Design opcode_fetch, sky130hd; sources not shown.
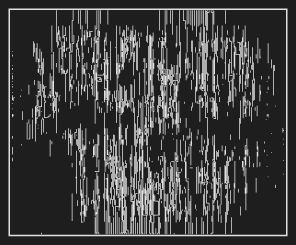
**Above:** run 1 (the metal 2 layer).
(2 px per um)
nets with wire on the layer	622
longest straight run	35.4 um
share of all routed wire	44%
wire length on this layer	7080 um
detailed-route via count: 4960
GRT met2 Usage: 30.40%
drt total wl: 15.92 mm

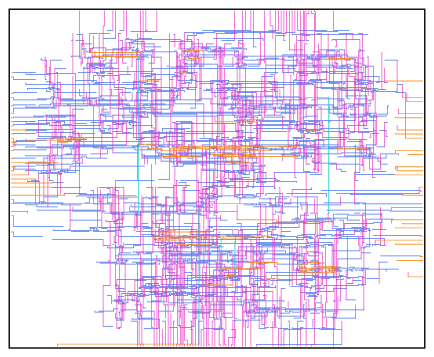
**Above:** run 1 (signal wires by layer).
(3 px per um)
layer	color	wire length
M3	orange	1060 um
M4	cyan	188 um
M2	magenta	7080 um
M1	blue	7590 um
DR WL/cell: 17.88 um
GRT Util Overall: 20.38%

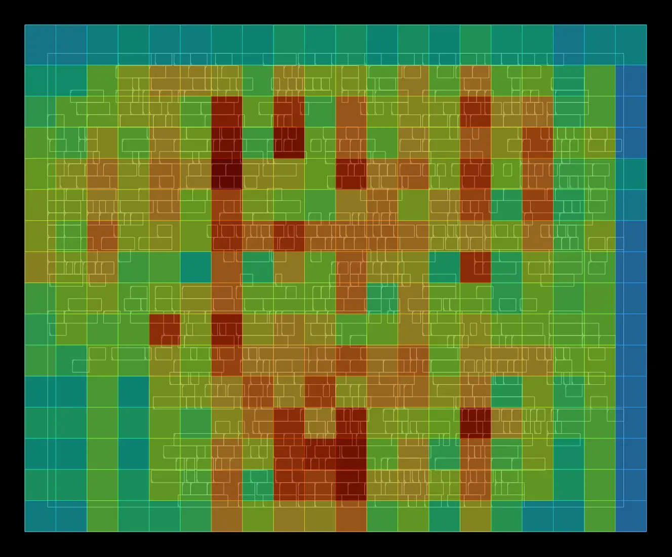
**Above:** run 1 (track usage over the die).
GR Util met3: 4.642%
met1 Usage GRT: 29.79%

==> flow_summary.json, run 1 <==
{
  "rsz0062_at_grt": "no",
  "grt_max_degree": 50,
  "path_buffers": 2,
  "grt_pass1_vias": 4871,
  "clk_path_buf_depth": 2,
  "ys_cells": 582,
  "worstHoldPathType": "flop to flop",
  "worst_pin_slew_ns": 0.8988,
  "cts_buffers": 9,
  "worstPathArrival_ns": 2.77,
  "top_cell_area_share_pct": 36.27,
  "cts_resized": 0,
  "drv_cap": 0,
  "ff_type": "dfxtp_1",
  "r2r_cells": 9,
  "avgSynthCellArea_um2": 9.010,
  "ys_area_um2": 5244,
  "synth_flop_count": 112,
  "largest_area_cell": "dfxtp_1",
  "floorplan.nets": 617,
  "ys_types": 77,
  "final_cell_mix": "clkdlybuf4s50_1 (136), dfxtp_1 (95), a21oi_1 (62), nand2_1 (59), nor2_1 (52)",
  "p_sw_share_pct": 25.99,
  "outcome": "finished, final reports clean",
  "drc": 0,
  "critical_path_class": "primary input to flop",
  "fin_area_um2": 7111,
  "synth_cells": 582,
  "nets": 745,
  "antenna_cells": 0,
  "postCtsSetupRepairBufs": 0,
  "tns_ns": 0,
  "min_path_cells": 2,
  "cts_tree": "done",
  "clk_pin_slew_ns": 0.07,
  "fmax_mhz": 399.0,
  "grt_pass1_wl_mm": 25.89,
  "crit_path_start_kind": "primary input"
}
-- run 1: logic make-up (layout without fill, tap and decap cells) --
family	Yosys count	after routing	synth area share, %
flip-flops	112	112	46.00
AND-OR/OR-AND	173	173	21.81
multiplexers	8	8	1.551
XOR/XNOR	10	10	1.670
buffers and inverters	50	183	4.152
AND/OR/NAND/NOR	223	223	23.38
adder cells (fa/ha/maj)	6	6	1.432
-- run 1: tightest hold or removal path: stages (launching register included) --
cell and delay [ns]:
dfxtp_1 0.31, nand2_1 0.05, a21oi_1 0.05
-- run 1: Yosys cell counts, drive strengths merged (3+ instances only) --
cell type  number
dfxtp          95
a21oi          63
nand2          59
nor2           55
o21ai          34
nand3          31
a22oi          26
nor3           22
buf            20
clkbuf         19
edfxtp         17
inv             9
nor2b           9
xnor2           9
a22o            8
nor4            8
a211oi          7
mux2i           7
ha              6
o221ai          5
and3            4
nand2b          4
nand3b          4
nand4           4
o32a            4
or2             4
a21o            3
a31oi           3
or3b            3
-- run 1: metal layers --
metal | vias up | global-route usage, % | wire [um] | share of wire [%]
met5 | - | 0 | 0 | 0
met4 | 0 | 5.267 | 188 | 1.2
met3 | 15 | 4.642 | 1058 | 6.6
met2 | 193 | 30.40 | 7075 | 44
met1 | 2374 | 29.79 | 7593 | 48
li1 | 2378 | - | - | -
-- run 1: power by group through the flow --
stage	Combinational, W	Clock (W)	Sequential [W]
final	0.000398	0.00118	0.00151
after global routing	0.000433	0.00127	0.00151
after CTS	0.000398	0.00121	0.00151
after detailed placement	0.000395	0	0.00154
after global placement	0.000389	0	0.00154
after floorplan	0.000223	0	0.00152
-- run 1: final cells by class --
class,count,area (um^2)
fill,1159,5759
multi-input combinational,420,2614
sequential,112,2412
timing repair buffer,156,1511
clock buffer,10,239.0
tap,175,219.0
clock inverter,6,73.82
inverter,11,41.29
-- run 1: through the flow --
step                hold WS [ns]  worst slack [ns]  power [W]
floorplan                 0.4455            0.9457   0.001747
global placement          0.4425            0.4762   0.001925
detailed placement        0.4511            0.3785   0.001934
CTS                       0.4613            0.7364   0.003112
global route              0.4902            0.5308   0.003210
finish                    0.4566            0.6938   0.003083
**Run 1: I/O pins on the die edge**

(2 px per um) Pins as bars across the die edge, other pins in gray.
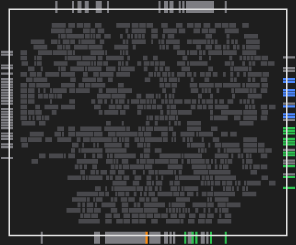

==> run 2: changes to the inputs <==
==> constraint.sdc (replaced) <==
create_clock -name cpu_clk -period 2.6 [get_ports cpu_clk]
set_input_delay 0.26 -clock cpu_clk [delete_from_list [all_inputs] [get_ports cpu_clk]]
set_output_delay 0.26 -clock cpu_clk [all_outputs]
set_load 0.005 [all_outputs]
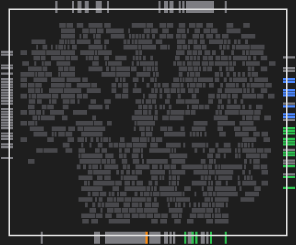
**Above:** run 2 (I/O pins on the die edge).
(2 px per um) Pins as bars across the die edge, other pins in gray.
port	color	pins	direction	edge
`mem_ack`	orange	1	input	bottom
`postbyte0`	blue	8	output	right
`ins_pc`	green	16	output	11 right, 5 bottom
IO buf count: 136
chip width: 138.0 um
die height: 112.4 um

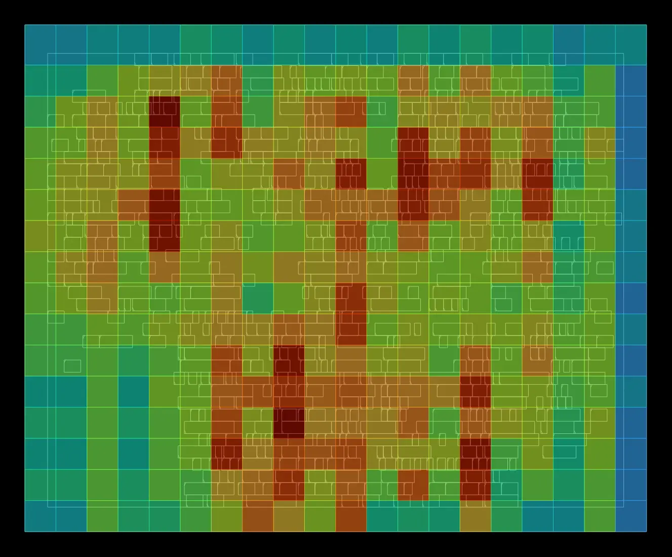
**Above:** run 2 (track usage over the die).
met1 Usage GRT: 27.74%
GRT met2 Usage: 32.09%

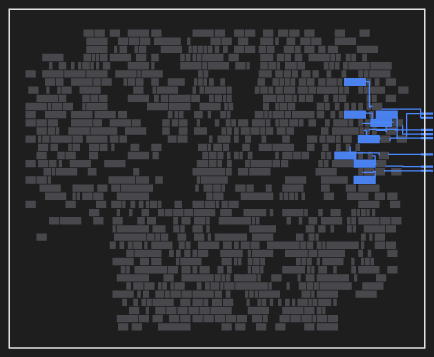
**Above:** run 2 (port wiring).
(3 px per um)
port	color	bits	direction	end cells	buffers	wire
`postbyte0`	blue	8	output	8	8	179 um
I/O pin total: 137

==> flow_summary.json, run 2 <==
{
  "finClkSkew_ns": 0.01080,
  "path_cells": "clkdlybuf4s50_1 -> ha_1 -> a21boi_0 -> o21ai_0 -> o21ai_0 -> a22oi_1 -> nor2b_1 -> o221ai_1 -> a2bb2o_4 -> o32ai_2",
  "grt_pass1_vias": 5021,
  "ys_types": 77,
  "synth.logic.top_family": "simple AND/OR/NAND/NOR gates",
  "postCtsSetupRepairBufs": 0,
  "wl_mm": 16.44,
  "postCtsHoldBufs": 0,
  "worstPathArrival_ns": 2.69,
  "lay_top_count": "clkdlybuf4s50_1",
  "slew_violations": 0,
  "cts_resized": 0,
  "pwr-share-clk_pct": 36.5,
  "synth_flop_count": 112,
  "yosys_warnings": 6,
  "largest_area_cell": "dfxtp_1",
  "common_cells": "dfxtp_1 (95), a21oi_1 (62), nand2_1 (59)",
  "avgSynthCellArea_um2": 9.010,
  "yosys.area_share.adder_pct": 1.432,
  "clk_path_buf_depth": 2,
  "fmax_mhz": 414.1,
  "intPower_w": 0.002724,
  "top_cell_area_share_pct": 36.27,
  "synth_cells": 582,
  "synth_xor_xnor_area_share_pct": 1.670,
  "min_path_cells": 2,
  "path_common_cell": "o21ai_0",
  "cts_buffers": 9,
  "fin_area_um2": 7221,
  "grt.total_usage_pct": 20.81,
  "outcome": "finished, final reports clean",
  "grt_max_degree": 31,
  "viasPerCell": 5.621,
  "instances_no_fill": 908,
  "netlist_area_um2": 5244,
  "synthArstFlopShare_pct": 0,
  "placed_cells": 892,
  "mux_share_pct": 1.551,
  "crit_path_start_kind": "primary input",
  "synth_seq_share_pct": 46.00,
  "n_fill_cell": 1142,
  "p_comb_share_pct": 13.9,
  "simple_gate_share_pct": 23.38,
  "worst_path_max_delay_cell": "clkdlybuf4s50_1",
  "r2r_cells": 4,
  "antenna_cells": 0,
  "p_total_w": 0.003735,
  "yosysMostFrequentCell": "dfxtp_1",
  "rsz0062_at_grt": "no",
  "synthAoiAreaFrac_pct": 21.81,
  "wire_per_inst_um": 18.11,
  "drive_gt1_share_pct": 11.19,
  "drv_cap": 0,
  "dieArea_um2": 15510,
  "ff_type": "dfxtp_1",
  "worstHoldPathType": "flop to flop",
  "final_cell_mix": "clkdlybuf4s50_1 (136), dfxtp_1 (95), a21oi_1 (62), nand2_1 (59), nor2_1 (52)",
  "p_switching_w": 0.001010,
  "reg2reg_slack_ns": 0.46,
  "clk_pin_slew_ns": 0.07,
  "dr_total_vias": 5104,
  "cts_tree": "done",
  "ys_area_um2": 5244,
  "floorplan.nets": 617,
  "min_period_ns": 2.415,
  "grt_pass1_wl_mm": 26.58,
  "drc": 0,
  "place_area_um2": 6933,
  "ys_cells": 582,
  "grt-ovfl-total": 0,
  "p_sw_share_pct": 27.06,
  "nets": 763,
  "cts_sinks": 112,
  "critical_path_class": "primary input to flop",
  "edf_count": 17,
  "endpoint_kind": "flop",
  "worst_pin_slew_ns": 0.7703,
  "synthTopCellsByArea": "dfxtp_1 (36%), edfxtp_1 (9.7%), a21oi_1 (5.9%)"
}
run 2: cell counts after synthesis:
No cell type changed its count.
run 2: through the flow:
stage	worst slack, ns	TNS, ns	hold WS (ns)
final	0.1853	0	0.4580
after global routing	0.03709	0	0.4885
after detailed placement	-0.1266	-0.2830	0.4478
after floorplan	0.3457	0	0.3855
after CTS	0.2426	0	0.4572
after global placement	0.03711	0	0.4439
run 2: metal layers:
| metal | vias to the layer above | track usage [%] | wire [um] |
|---|---|---|---|
| met5 | - | 0 | 0 |
| li1 | 2426 | - | - |
| met4 | 0 | 6.057 | 272 |
| met2 | 216 | 32.09 | 7463 |
| met3 | 29 | 7.240 | 1400 |
| met1 | 2433 | 27.74 | 7304 |
run 2: power groups by stage:
stage	registers (W)	clock network, W	logic (W)
floorplan	0.00188	0	0.000275
global placement	0.00189	0	0.000499
detailed placement	0.00189	0	0.000514
CTS	0.00185	0.00138	0.000517
global route	0.00186	0.00147	0.000561
finish	0.00185	0.00136	0.000519
run 2: layout make-up:
| class | instances | area [um^2] | area share (%) |
|---|---|---|---|
| multi-input cells | 420 | 2614 | 36.20 |
| flip-flops and latches | 112 | 2412 | 33.41 |
| repair buffers | 174 | 1647 | 22.80 |
| inverters | 11 | 41.29 | 0.5718 |
| clock buffers | 10 | 239.0 | 3.310 |
| well taps | 175 | 219.0 | 3.032 |
| clock inverters | 6 | 48.80 | 0.6758 |
run 2: worst max-delay path, delay by kind of cell:
kind	cells	cell delay, ns
AND-OR/OR-AND	7	1.33
adder cells (fa/ha/maj)	1	0.27
buffers and inverters	1	0.53
AND/OR/NAND/NOR	1	0.31
run 2: kinds of logic after synthesis:
| family | Yosys count |
|---|---|
| fa+ha+maj | 6 |
| flops | 112 |
| compound gates | 173 |
| buf+inv | 50 |
| xor+xnor | 10 |
| simple gates | 223 |
| mux | 8 |
No activity file was given, so power comes from the tool's default toggle rates.
